==> images/floorplan.png <==
The bar under the picture is 50 µm long. Pins as bars on the die edge.
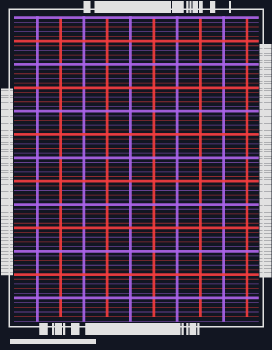
==> images/class_map.png <==
Fill, decap, tap and diode cells in grey.
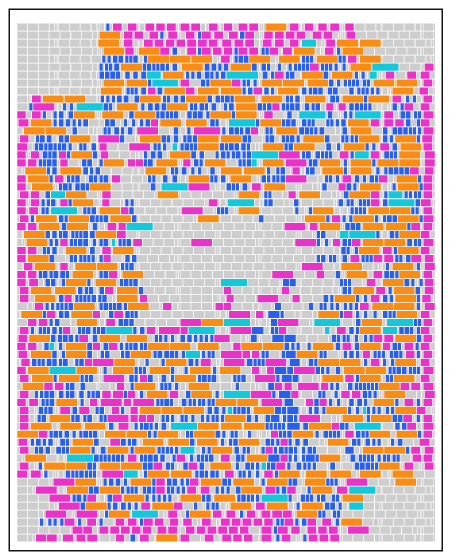
==> images/clock_wires.png <==
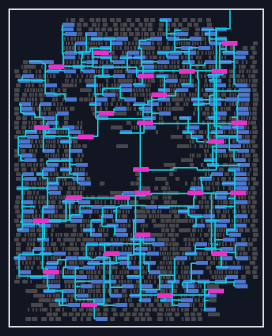
[src/rtl/demux_pkg.sv]
// Shared constants and types for the registered 1-to-16 word demultiplexer.
// The top level and the channel registers take their parameter defaults from here.
package demux_pkg;

  localparam int WIDTH    = 16;
  localparam int CHANNELS = 16;
  localparam int SEL_W    = $clog2(CHANNELS);
  localparam int LAST_CH  = CHANNELS - 1;

  typedef logic [WIDTH-1:0] word_t;

endpackage

[src/rtl/demux_chan_reg.sv]
// One demux output channel: a holding register plus its valid and sticky overrun bits.
// A write in the same cycle as a consumer clear wins and does not count as an overrun.
module demux_chan_reg
  #(parameter int WIDTH = demux_pkg::WIDTH)
  (
    input  logic             clk,
    input  logic             rst,
    input  logic             wr_en,
    input  logic             clr,
    input  logic [WIDTH-1:0] d,
    output logic [WIDTH-1:0] q,
    output logic             valid,
    output logic             overrun
  );

  import demux_pkg::*;

  always_ff @(posedge clk) begin
    if (rst) begin
      q       <= '0;
      valid   <= 1'b0;
      overrun <= 1'b0;
    end else if (wr_en) begin
      q     <= d;
      valid <= 1'b1;
      // Overrun only when the old word was still unconsumed and is not being acknowledged now.
      if (valid && !clr) begin
        overrun <= 1'b1;
      end
    end else if (clr) begin
      valid <= 1'b0;
    end
  end

endmodule

[src/rtl/demux_16bit_seq.sv]
// Registered 1-to-CHANNELS demultiplexer with an explicit select or an auto-increment frame pointer.
// Every output comes straight from a flop, so there is no input-to-output combinational path.
module demux_16bit_seq
  #(
    parameter int WIDTH    = demux_pkg::WIDTH,
    parameter int CHANNELS = demux_pkg::CHANNELS,
    parameter int SEL_W    = demux_pkg::SEL_W
  )
  (
    input  logic                      clk,
    input  logic                      rst,
    input  logic                      in_valid,
    input  logic [WIDTH-1:0]          in_data,
    input  logic [SEL_W-1:0]          s,
    input  logic                      auto_mode,
    input  logic [CHANNELS-1:0]       valid_clr,
    output logic [WIDTH*CHANNELS-1:0] out_bus,
    output logic [CHANNELS-1:0]       out_valid,
    output logic [CHANNELS-1:0]       overrun,
    output logic [SEL_W-1:0]          ptr,
    output logic                      frame_done
  );

  import demux_pkg::*;

  localparam logic [SEL_W-1:0] PTR_LAST = SEL_W'(CHANNELS - 1);

  logic [SEL_W-1:0]    tgt;
  logic [CHANNELS-1:0] wr_en;
  logic                ptr_step;

  assign tgt      = auto_mode ? ptr : s;
  assign ptr_step = in_valid && auto_mode;

  always_comb begin
    wr_en = '0;
    for (int i = 0; i < CHANNELS; i++) begin
      wr_en[i] = in_valid && (tgt == SEL_W'(i));
    end
  end

  // Pointer advances only on auto-mode writes; wrapping from the last channel marks a complete frame.
  always_ff @(posedge clk) begin
    if (rst) begin
      ptr        <= '0;
      frame_done <= 1'b0;
    end else begin
      frame_done <= ptr_step && (ptr == PTR_LAST);
      if (ptr_step) begin
        ptr <= ptr + 1'b1;
      end
    end
  end

  for (genvar g = 0; g < CHANNELS; g++) begin : g_chan
    demux_chan_reg #(.WIDTH(WIDTH)) u_chan (
      .clk     (clk),
      .rst     (rst),
      .wr_en   (wr_en[g]),
      .clr     (valid_clr[g]),
      .d       (in_data),
      .q       (out_bus[g*WIDTH +: WIDTH]),
      .valid   (out_valid[g]),
      .overrun (overrun[g])
    );
  end

endmodule
[config.mk]
export PLATFORM = sky130hd
export DESIGN_NAME = demux_16bit_seq
export DESIGN_NICKNAME = d
export VERILOG_FILES = /design/src/rtl/demux_pkg.sv /design/src/rtl/demux_chan_reg.sv /design/src/rtl/demux_16bit_seq.sv
export SDC_FILE = /design/constraint.sdc
export NUM_CORES = 1
export LEC_CHECK = 0
export ABC_AREA = 1
export CAP_MARGIN = 20
export CORE_AREA = 2 2 145 182
export DETAILED_ROUTE_END_ITERATION = 8
export DIE_AREA = 0 0 147 184
export PLACE_DENSITY = 0.82
export SETUP_SLACK_MARGIN = 0.02
export SLEW_MARGIN = 20
export SYNTH_ARGS = -nofsm -noshare
export SYNTH_HDL_FRONTEND = slang
export SYNTH_SLANG_ARGS = --single-unit
[constraint.sdc]
create_clock -name clk -period 1.8 [get_ports clk]
set_clock_uncertainty 0.1 [all_clocks]
set_input_delay 0.36 -clock clk [delete_from_list [all_inputs] [get_ports clk]]
set_output_delay 0.36 -clock clk [all_outputs]
set_load 0.01 [all_outputs]
==> impl_metrics.py <==
# Synthesis and PnR figures
metrics = {
    "final_layout": {
        "seq_area_um2": 5867,
        "comb_area_um2": 5026,
        "nNetsFinal": 2030,
        "fillers": 2168,
        "diodes": 0,
        "area_delta_synth_final_pct": 40.30,
        "finish.utilization_pct": 66.71,
        "lay_top_cells": "nor2_1 (426), dlygate4sd2_1 (294), dfxtp_1 (292), nand2_1 (275), nand3_1 (274)",
        "drive_above_1_share_pct": 9.363,
        "final_layout_top_logic_cell": "nor2_1",
    },
    "yosys": {
        "largest_area_cell": "dfxtp_1",
        "top_cells_by_count": "nor2_1 (430), dfxtp_1 (293), nand2_1 (277), nand3_1 (274), a21oi_1 (154)",
        "edf_count": 0,
        "synth_flops": 293,
        "most_common_cell": "nor2_1",
        "synth_cell_type_count": 22,
        "ys_sh_adder_pct": 0.1044,
        "yosys-stat-cells": 1689,
        "yosys_warnings": 0,
        "async_flop_share_pct": 0,
        "ys_sh_simple_pct": 34.71,
        "yosys_area_um2": 11990,
        "postSynthCellCount": 1689,
        "synth_area_um2": 11990,
        "synth-xor-area-share_pct": 0.07306,
        "logic_family": "simple AND/OR/NAND/NOR gates",
        "synthMuxAreaShare_pct": 0,
        "synthFlopType": "dfxtp_1",
        "synthAoiAreaFrac_pct": 6.628,
        "top_area_share_pct": 48.93,
        "fp_nets": 1730,
        "avgSynthCellArea_um2": 7.098,
        "ys_seq_share_pct": 48.93,
        "synthTopCellsByArea": "dfxtp_1 (49%), nor2_1 (13%), nand3_1 (11%)",
    },
    "route": {
        "routed.top_layer": "met5",
        "met1_length_um": 15210,
        "drtIter0Drc": 935,
        "dr_total_vias": 12450,
        "drt_wl_total_um": 41620,
        "antenna_left": 0,
        "dr_wl_met3_um": 4059,
        "wl_per_cell_um": 17.76,
        "wl_met2_um": 19870,
        "route.detailed.drc": 0,
        "viasPerCell": 5.315,
        "drt_first_pass_iters": 5,
    },
    "worst_setup_path": {
        "slowest_stage": "dfxtp_1",
        "worst_path_largest_cell_delay_ns": 0.41,
        "critical_path_buf_inv_count": 1,
        "crit_cells": 1,
        "r2r_start": "ptr[3]",
        "r2r_slack_ns": 0.08,
        "r2r_end": "g_chan[12].u_chan.q[0]",
        "worstPathArrival_ns": 1.26,
        "critPathMaxFanout": 5,
        "cp_top_family": "flip-flops",
        "cp_data_required_time_ns": 1.34,
        "crit_chain": "dlygate4sd2_1",
        "crit_end": "ptr[0]",
        "critPathLaunchType": "flip-flop",
        "rr_worst_depth": 9,
        "crit_start": "ptr[0]",
        "endpoint_kind": "output port",
        "worstSetupPathType": "flip-flop to output port",
    },
    "sta": {
        "maxSlewHeadroom_pct": 78.62,
        "fin_crit_ns": 1.724,
        "setup_viol": 0,
        "hold_viol": 0,
        "max_freq_mhz": 580.1,
        "holdWs_ns": 0.3510,
        "rsz0062_at_grt": "false",
        "slew_violations": 0,
        "finalCritPeriodShare_pct": 95.77,
        "worst_pin_slew_ns": 0.3206,
    },
    "power": {
        "p_per_area_nw_per_um2": 855.5,
        "p_leak_nw": 8.107,
        "peakVddDrop_uv": 804.3,
        "power_w": 0.01439,
    },
    "min_path": {
        "min_path_type": "flip-flop to flip-flop",
        "min_to": "g_chan[2].u_chan.overrun",
        "hold_depth": 2,
        "min_from": "g_chan[2].u_chan.overrun",
    },
    "clocking": {
        "ctsHoldBuffers": 0,
        "cts_buffers": 27,
        "cts_tree": "built",
        "clk_path_buf_depth": 3,
        "h-tree-depth": 1,
        "cts_sinks": 293,
        "clk_pin_slew_ns": 0.06,
        "clock_latency_ns": 0.53,
        "cts_root_buf": "clkbuf_16",
    },
    "placed_design": {
        "gp_congestion": 0.8962,
        "dpl.hpwl_um": 27840,
        "port_buffers": 332,
    },
    "global_routing": {
        "grt-ovfl-total": 0,
        "grt_pass1_wl_um": 63860,
        "antenna_found_initial": 1,
        "grt_usage_pct": 29.65,
        "grt_pass1_vias": 11790,
        "grt_max_degree": 76,
    },
    "status": {
        "status": "finished clean",
    },
    "run": {
        "warnings": 26,
        "maxCapViolCount": 0,
    },
    "floorplan": {
        "dieArea_um2": 27050,
        "fp.coreArea_um2": 25210,
        "core.rowCount": 65,
        "die_w_um": 147,
        "ios": 333,
        "dieHeight_um": 184,
        "initCoreUtil_pct": 47.55,
    },
}
Back to the opening pictures, floorplan.png:
legend:
  purple:
    net: VSS
  red:
    net: VDD
signal pins: 333
met5 straps: 13
met4 straps: 10
rows: 65
met1 rails: 66

Back to the opening pictures, class_map.png:
legend:
  magenta:
    class: remaining buffers and delay cells
    cells: 446
    share_of_their_area: 27%
  orange:
    class: registers
    cells: 293
    share_of_their_area: 36%
  blue:
    class: remaining logic cells
    cells: 1221
    share_of_their_area: 32%
  cyan:
    class: clock drivers and dummy loads
    cells: 48
    share_of_their_area: 5.5%

Back to the opening pictures, clock_wires.png:
legend:
  blue:
    item: flip-flops
    count: 293
  cyan:
    item: clock wires
    length: 3210 µm
  magenta:
    item: clock-net drivers
    count: 27
routed clock nets: 28
flops lie: spread over the die

state kept, by name (all words and copies together) (netlist names):
register,flops
g_chan.u_chan.q,256
g_chan.u_chan.valid,16
ptr,4
frame_done,1
g_chan.u_chan.overrun,16
per-stage QoR:
step | instances | setup TNS, ns | worst slack (ns) | area (µm²)
6_report | 2343 | 0 | 0.07623 | 16820
5_1_grt | 2343 | 0 | 0.01613 | 16820
4_1_cts | 2340 | 0 | 0.03077 | 16770
3_5_place_dp | 2290 | -164.70 | -0.7695 | 16210
3_3_place_gp | 2290 | -153.49 | -0.7229 | 16210
2_1_floorplan | 1689 | 0 | 0.1866 | 11990
power by group:
group / leakage [nW] / switching (W) / total, W / internal [W]
clock: 0.449 / 0.00245 / 0.00574 / 0.00329
combinational: 5.29 / 0.00113 / 0.00190 / 0.000765
sequential: 2.37 / 0.000104 / 0.00675 / 0.00665
total: 8.11 / 0.00368 / 0.0144 / 0.0107
per-layer routing:
| metal | global-route usage [%] | vias up |
|---|---|---|
| met4 | 15.85 | 2 |
| met1 | 34.96 | 5680 |
| met2 | 50.69 | 668 |
| li1 | - | 5936 |
| met5 | 0 | - |
| met3 | 6.278 | 166 |
logic make-up after synthesis:
logic type | after synthesis
fa+ha+maj | 1
simple gates | 1000
buf+inv | 236
xor+xnor | 1
compound gates | 158
flops | 293
layout make-up:
class | instances | share of cell area [%]
multi-input cells | 1160 | 29.88
well taps | 335 | 2.492
clock inverters | 9 | 0.4538
clock buffers | 39 | 4.880
repair buffers | 446 | 26.01
inverters | 61 | 1.399
flip-flops and latches | 293 | 34.88
what timing repair did:
| action | in CTS | in global routing |
|---|---|---|
| gates cloned | 0 | 1 |
| setup endpoints to repair | 465 | 154 |
| gates resized | 299 | 4 |
| pin swaps | 1 | 1 |
| buffers inserted | 2 | 2 |
Power and IR drop assume default switching activity.
